$ cat config.mk
export PLATFORM = sky130hd
export DESIGN_NAME = pong_ctrl
export DESIGN_NICKNAME = d
export VERILOG_FILES = /design/src/rtl/pong_ctrl.sv
export SDC_FILE = /design/constraint.sdc
export NUM_CORES = 1
export LEC_CHECK = 0
export CAP_MARGIN = 5
export CORE_ASPECT_RATIO = 1.4
export CORE_UTILIZATION = 33
export CTS_BUF_LIST = sky130_fd_sc_hd__clkbuf_8
export CTS_CLUSTER_SIZE = 28
export DETAILED_ROUTE_END_ITERATION = 8
export HOLD_SLACK_MARGIN = 0.05
export PLACE_DENSITY = 0.54
export SLEW_MARGIN = 20
export SYNTH_ARGS = -nofsm -noshare
export SYNTH_HDL_FRONTEND = slang
export SYNTH_SLANG_ARGS = --single-unit
$ cat constraint.sdc
create_clock -name CLK -period 2.1 [get_ports CLK]
set_clock_uncertainty 0.15 [all_clocks]
set_input_delay 0.42 -clock CLK [delete_from_list [all_inputs] [get_ports CLK]]
set_output_delay 0.42 -clock CLK [all_outputs]
set_load 0.02 [all_outputs]
$ cat src/rtl/pong_ctrl.sv
// One-row pong game controller: ball position/direction, step timing,
// paddle hit windows, scoring and serve/rally/point/game-over sequencing.
module pong_ctrl #(
  parameter int DIV       = 24,
  parameter int PAUSE     = 8,
  parameter int WIN_SCORE = 9
) (
  input  logic       CLK,
  input  logic       AR,
  input  logic       SERVE,
  input  logic       BTN_L,
  input  logic       BTN_R,
  output logic [2:0] POS,
  output logic       DIR,
  output logic [3:0] SCORE_L,
  output logic [3:0] SCORE_R,
  output logic       FLASH,
  output logic       OVER,
  output logic [2:0] STATE
);

  typedef enum logic [2:0] {
    IDLE       = 3'd0,
    SERVE_WAIT = 3'd1,
    MOVE       = 3'd2,
    POINT      = 3'd3,
    GAME_OVER  = 3'd4
  } state_t;

  localparam int              CNT_W    = (DIV > 0) ? $clog2(DIV + 1) : 1;
  localparam int              PSE_W    = (PAUSE > 1) ? $clog2(PAUSE) : 1;
  localparam logic [CNT_W-1:0] CNT_MAX = CNT_W'(DIV);
  localparam logic [PSE_W-1:0] PSE_LAST = PSE_W'((PAUSE > 0) ? PAUSE - 1 : 0);
  localparam logic [3:0]      WIN      = 4'(WIN_SCORE);

  state_t           state;
  logic [CNT_W-1:0] cnt;
  logic [PSE_W-1:0] pse_cnt;
  logic             serve_q, btn_l_q, btn_r_q;
  logic             hit_l_q, hit_r_q;

  logic serve_edge, edge_l, edge_r;
  logic run, tick;
  logic win_l, win_r;
  logic hit_l, hit_r;

  function automatic logic [3:0] sat_inc(input logic [3:0] s);
    return (s == 4'hF) ? s : s + 4'd1;
  endfunction

  assign serve_edge = SERVE & ~serve_q;
  assign edge_l     = BTN_L & ~btn_l_q;
  assign edge_r     = BTN_R & ~btn_r_q;

  assign run  = (state == MOVE) || (state == POINT);
  assign tick = run && (cnt == CNT_MAX);

  assign win_l = (state == MOVE) && (POS == 3'd7) && DIR;
  assign win_r = (state == MOVE) && (POS == 3'd0) && !DIR;

  // A paddle edge landing on the tick cycle still counts as a hit.
  assign hit_l = hit_l_q | (edge_l & win_l);
  assign hit_r = hit_r_q | (edge_r & win_r);

  assign STATE = state;

  always_ff @(posedge CLK or negedge AR) begin
    if (!AR) begin
      state   <= IDLE;
      POS     <= 3'd0;
      DIR     <= 1'b1;
      SCORE_L <= 4'd0;
      SCORE_R <= 4'd0;
      FLASH   <= 1'b0;
      OVER    <= 1'b0;
      cnt     <= '0;
      pse_cnt <= '0;
      hit_l_q <= 1'b0;
      hit_r_q <= 1'b0;
      // History starts high so a button held through reset is not an edge.
      serve_q <= 1'b1;
      btn_l_q <= 1'b1;
      btn_r_q <= 1'b1;
    end else begin
      serve_q <= SERVE;
      btn_l_q <= BTN_L;
      btn_r_q <= BTN_R;

      // Counter idles at 0 outside MOVE/POINT and every transition into
      // those states happens from 0 or on a tick, so entry always sees 0.
      if (run && !tick) cnt <= cnt + 1'b1;
      else              cnt <= '0;

      if ((state != MOVE) || tick) begin
        hit_l_q <= 1'b0;
        hit_r_q <= 1'b0;
      end else begin
        if (edge_l && win_l) hit_l_q <= 1'b1;
        if (edge_r && win_r) hit_r_q <= 1'b1;
      end

      case (state)
        IDLE: state <= SERVE_WAIT;

        SERVE_WAIT: begin
          if (serve_edge) state <= MOVE;
        end

        MOVE: begin
          if (tick) begin
            if (DIR) begin
              if (POS != 3'd7) begin
                POS <= POS + 3'd1;
              end else if (hit_l) begin
                DIR <= 1'b0;
                POS <= 3'd6;
              end else begin
                SCORE_R <= sat_inc(SCORE_R);
                DIR     <= 1'b0;
                FLASH   <= 1'b1;
                pse_cnt <= '0;
                state   <= POINT;
              end
            end else begin
              if (POS != 3'd0) begin
                POS <= POS - 3'd1;
              end else if (hit_r) begin
                DIR <= 1'b1;
                POS <= 3'd1;
              end else begin
                SCORE_L <= sat_inc(SCORE_L);
                DIR     <= 1'b1;
                FLASH   <= 1'b1;
                pse_cnt <= '0;
                state   <= POINT;
              end
            end
          end
        end

        POINT: begin
          if (tick) begin
            if (pse_cnt == PSE_LAST) begin
              FLASH <= 1'b0;
              if ((SCORE_L == WIN) || (SCORE_R == WIN)) begin
                OVER  <= 1'b1;
                state <= GAME_OVER;
              end else begin
                state <= SERVE_WAIT;
              end
            end else begin
              pse_cnt <= pse_cnt + 1'b1;
              FLASH   <= ~FLASH;
            end
          end
        end

        GAME_OVER: begin
          if (serve_edge) begin
            SCORE_L <= 4'd0;
            SCORE_R <= 4'd0;
            POS     <= 3'd0;
            DIR     <= 1'b1;
            OVER    <= 1'b0;
            state   <= SERVE_WAIT;
          end
        end

        default: state <= IDLE;
      endcase
    end
  end

endmodule

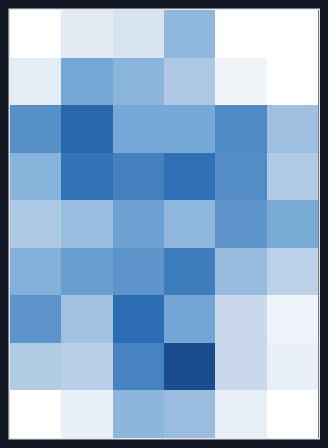
(images/density.png)
The die is cut into 6 by 9 equal tiles; white is low, dark blue is high, 0 to 100% covered.
nearly empty tiles	11%
emptiest ninth of the die	south-east
mean over tiles	39%

==> flow report <==
FLOORPLAN
--------------------------------------------------------------------------------
Number of well taps                                                           64
DIE WIDTH                                                                63.4 um
Number of standard-cell rows in the floorplan                                 30
Standard cell core area                                                4950 um^2
Chip footprint                                                         5570 um^2
Initial cell density of the core                                           35.1%
I/O pins                                                                      22

GLOBAL ROUTE
--------------------------------------------------------------------------------
Global-route congestion overflow total                                         0
Antenna violations before repair                                               0
Most utilized layer in the global route result                              met2
Pin count of the biggest net entering global routing                          31
Wire length of the first global-routing pass                             6930 um
Via count of the first global-routing pass                                 1,512
Global-route met1 utilization                                              18.2%

STA
--------------------------------------------------------------------------------
Fmax                                                                   0.489 GHz
Unrepaired setup endpoints after global routing                             true
Setup-failing EPs final                                                        0
Worst hold slack after final layout                                     0.340 ns
Sum of negative setup slack                                                 0 ns
Ratio of final minimum period to clock period                              97.4%
Hold Violations, Final                                                         0
Worst-margin pin slew                                                   0.391 ns
Pins Over Slew Limit                                                           0
PnR worst setup slack                                                  0.0541 ns

RUN
--------------------------------------------------------------------------------
Number of max-cap violations                                                   0

SYNTH
--------------------------------------------------------------------------------
Share of flip-flops with an asynchronous set or reset                       100%
Post-Synthesis Cells                                                         176
Flops out of synthesis                                                        30
Warning count from the yosys run                                               0
Count of different cell masters after synthesis                               46
Number of flops mapped to enable cells by yosys                                0
Seq share, synth                                                           43.4%
Yosys stat cell total                                                        176
Chip area from the yosys synthesis statistics                          1740 um^2

CELLS AND AREA
--------------------------------------------------------------------------------
Clock Network Area Fraction                                                4.06%
Area growth syn-to-layout                                                  29.1%
Combined flip-flop and latch cell area                                  759 um^2
Seq area share                                                             33.8%
Fillers                                                                      502
Signal inverters                                                              10
Multi-In Gates                                                               130
Number of diodes added for antenna fixing                                      0
Final #Nets                                                                  230
Fin area                                                               2250 um^2
Multi-input gate area in the final layout                               946 um^2
Final design utilization                                                   45.4%
Fraction of final layout cells with drive strength greater than 1          21.9%
Bufs w/o clock                                                                37
Multi-input combinational area share                                       42.1%

CRITICAL PATH
--------------------------------------------------------------------------------
Worst Setup SP                                                          STATE[1]
Largest stage delay, worst path                                          0.67 ns
Critical Path Fanout Max                                                      10
Endpoint of the most critical setup path                                STATE[1]
Buffers and inverters on the worst path                                        1
Kind of end point of the critical path                               output port
Critical Setup Path Class                                           flip-flop to output port
Reg2Reg Depth                                                                  7
Critical Path Slowest Stage Cell                                    clkdlybuf4s50_1
Required arrival time at the worst endpoint                              1.53 ns
Critical path startpoint category                                      flip-flop
Delay-heaviest family, CP                                           buffers and inverters
Sequence of cells on the critical path                              clkdlybuf4s50_1

DRT
--------------------------------------------------------------------------------
DRC marker count from the first detailed-route iteration                      81
Routed wl met3                                                            217 um
Vias after detailed routing                                                1,464
Routed met2 length                                                       2140 um
Avg Vias per Cell                                                           5.25
Routed metal-1 wire length                                               1730 um
Detailed Route WL                                                        4170 um

CLOCK TREE
--------------------------------------------------------------------------------
Clock transition at path regs                                            0.07 ns
CTS H-tree lvls                                                                2
Clk sinks                                                                     30
Clock insertion delay at the later pin of the skew report                0.28 ns
Clock buffer count from CTS                                                    5
CTS tree                                                                   built

OUTCOME
--------------------------------------------------------------------------------
Status                                                              complete, no violations

PWR
--------------------------------------------------------------------------------
Final total power                                                      0.00205 W
Pwr dens                                                             912 nW/um^2
Peak VDD IR                                                               575 uV

PLACE
--------------------------------------------------------------------------------
Half-perimeter wire length after placement                               3100 um
Instance area after placement                                          2110 um^2
DP Worst Slack                                                        -0.0894 ns
Port buffer count                                                             21

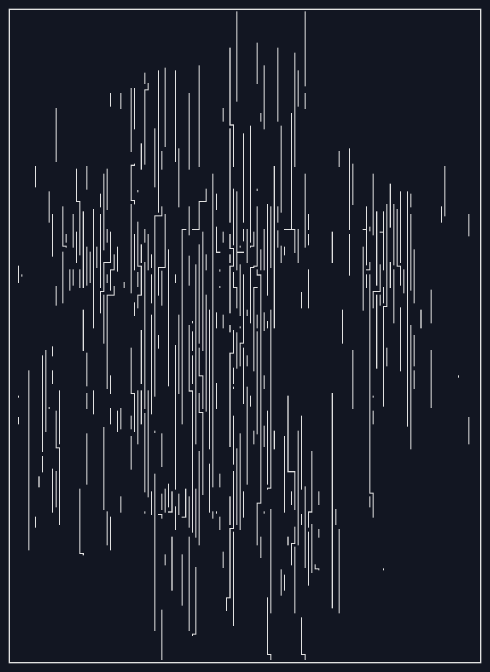
(images/met2.png)
main direction	vertical
wire length on this layer	2,140 um
longest straight run	42.2 um
share of all routed wire	51%

## sequential cells by signal, indices dropped and copies added (netlist names)
register and count:
DIR 1, FLASH 1, OVER 1, POS 3
SCORE_L 4, SCORE_R 4, STATE 3, btn_l_q 1
btn_r_q 1, cnt 5, hit_l_q 1, hit_r_q 1
pse_cnt 3, serve_q 1
## cell families (layout without fill, tap and decap cells)
kind of cell	after synthesis	in the layout	share of synthesized area [%]
muxes	7	7	4.31
DFF	30	30	43.4
and+or+nand+nor	68	68	22.3
adders and majority gates	11	11	7.91
buffers and inverters	16	55	4.24
xor gates and xnor gates	6	6	3.02
AOI/OAI and AO/OA	38	38	14.8
## worst min path at each step
stage / from / end / cells past startpoint
2_1_floorplan: AR / FLASH / 0
3_5_place_dp: cnt[0] / cnt[0] / 1
6_report: cnt[0] / cnt[0] / 1
4_1_cts: cnt[0] / cnt[0] / 1
3_3_place_gp: cnt[0] / cnt[0] / 1
5_1_grt: cnt[0] / cnt[0] / 1
## power breakdown
part | switching (W) | internal (W)
clock | 0.000215 | 0.000259
sequential | 0.000136 | 0.000696
combinational | 0.000371 | 0.000371
total | 0.000722 | 0.00133
## synth_stat cells, types with 4 or more instances
library cell,count,area share [%]
a21oi_1,8,2.3
o21ai_0,8,2.3
nor3_1,4,1.2
nor2_1,17,3.7
dfstp_2,4,6.0
nand2_1,10,2.2
mux2_2,4,2.6
xor2_1,4,2.0
nand3_1,7,2.0
nor2b_1,5,1.8
inv_1,9,1.9
ha_1,11,7.9
and3_1,4,1.4
dfrtp_1,26,37
## timing repair
action                                 4_1_cts  5_1_grt
resized                                      1       10
setup buffers                                0        0
pin swaps                                    0        2
setup endpoints to repair                    1        6
endpoints found under the hold margin        0        0
cloned                                       0        0
Power and IR drop assume default switching activity.
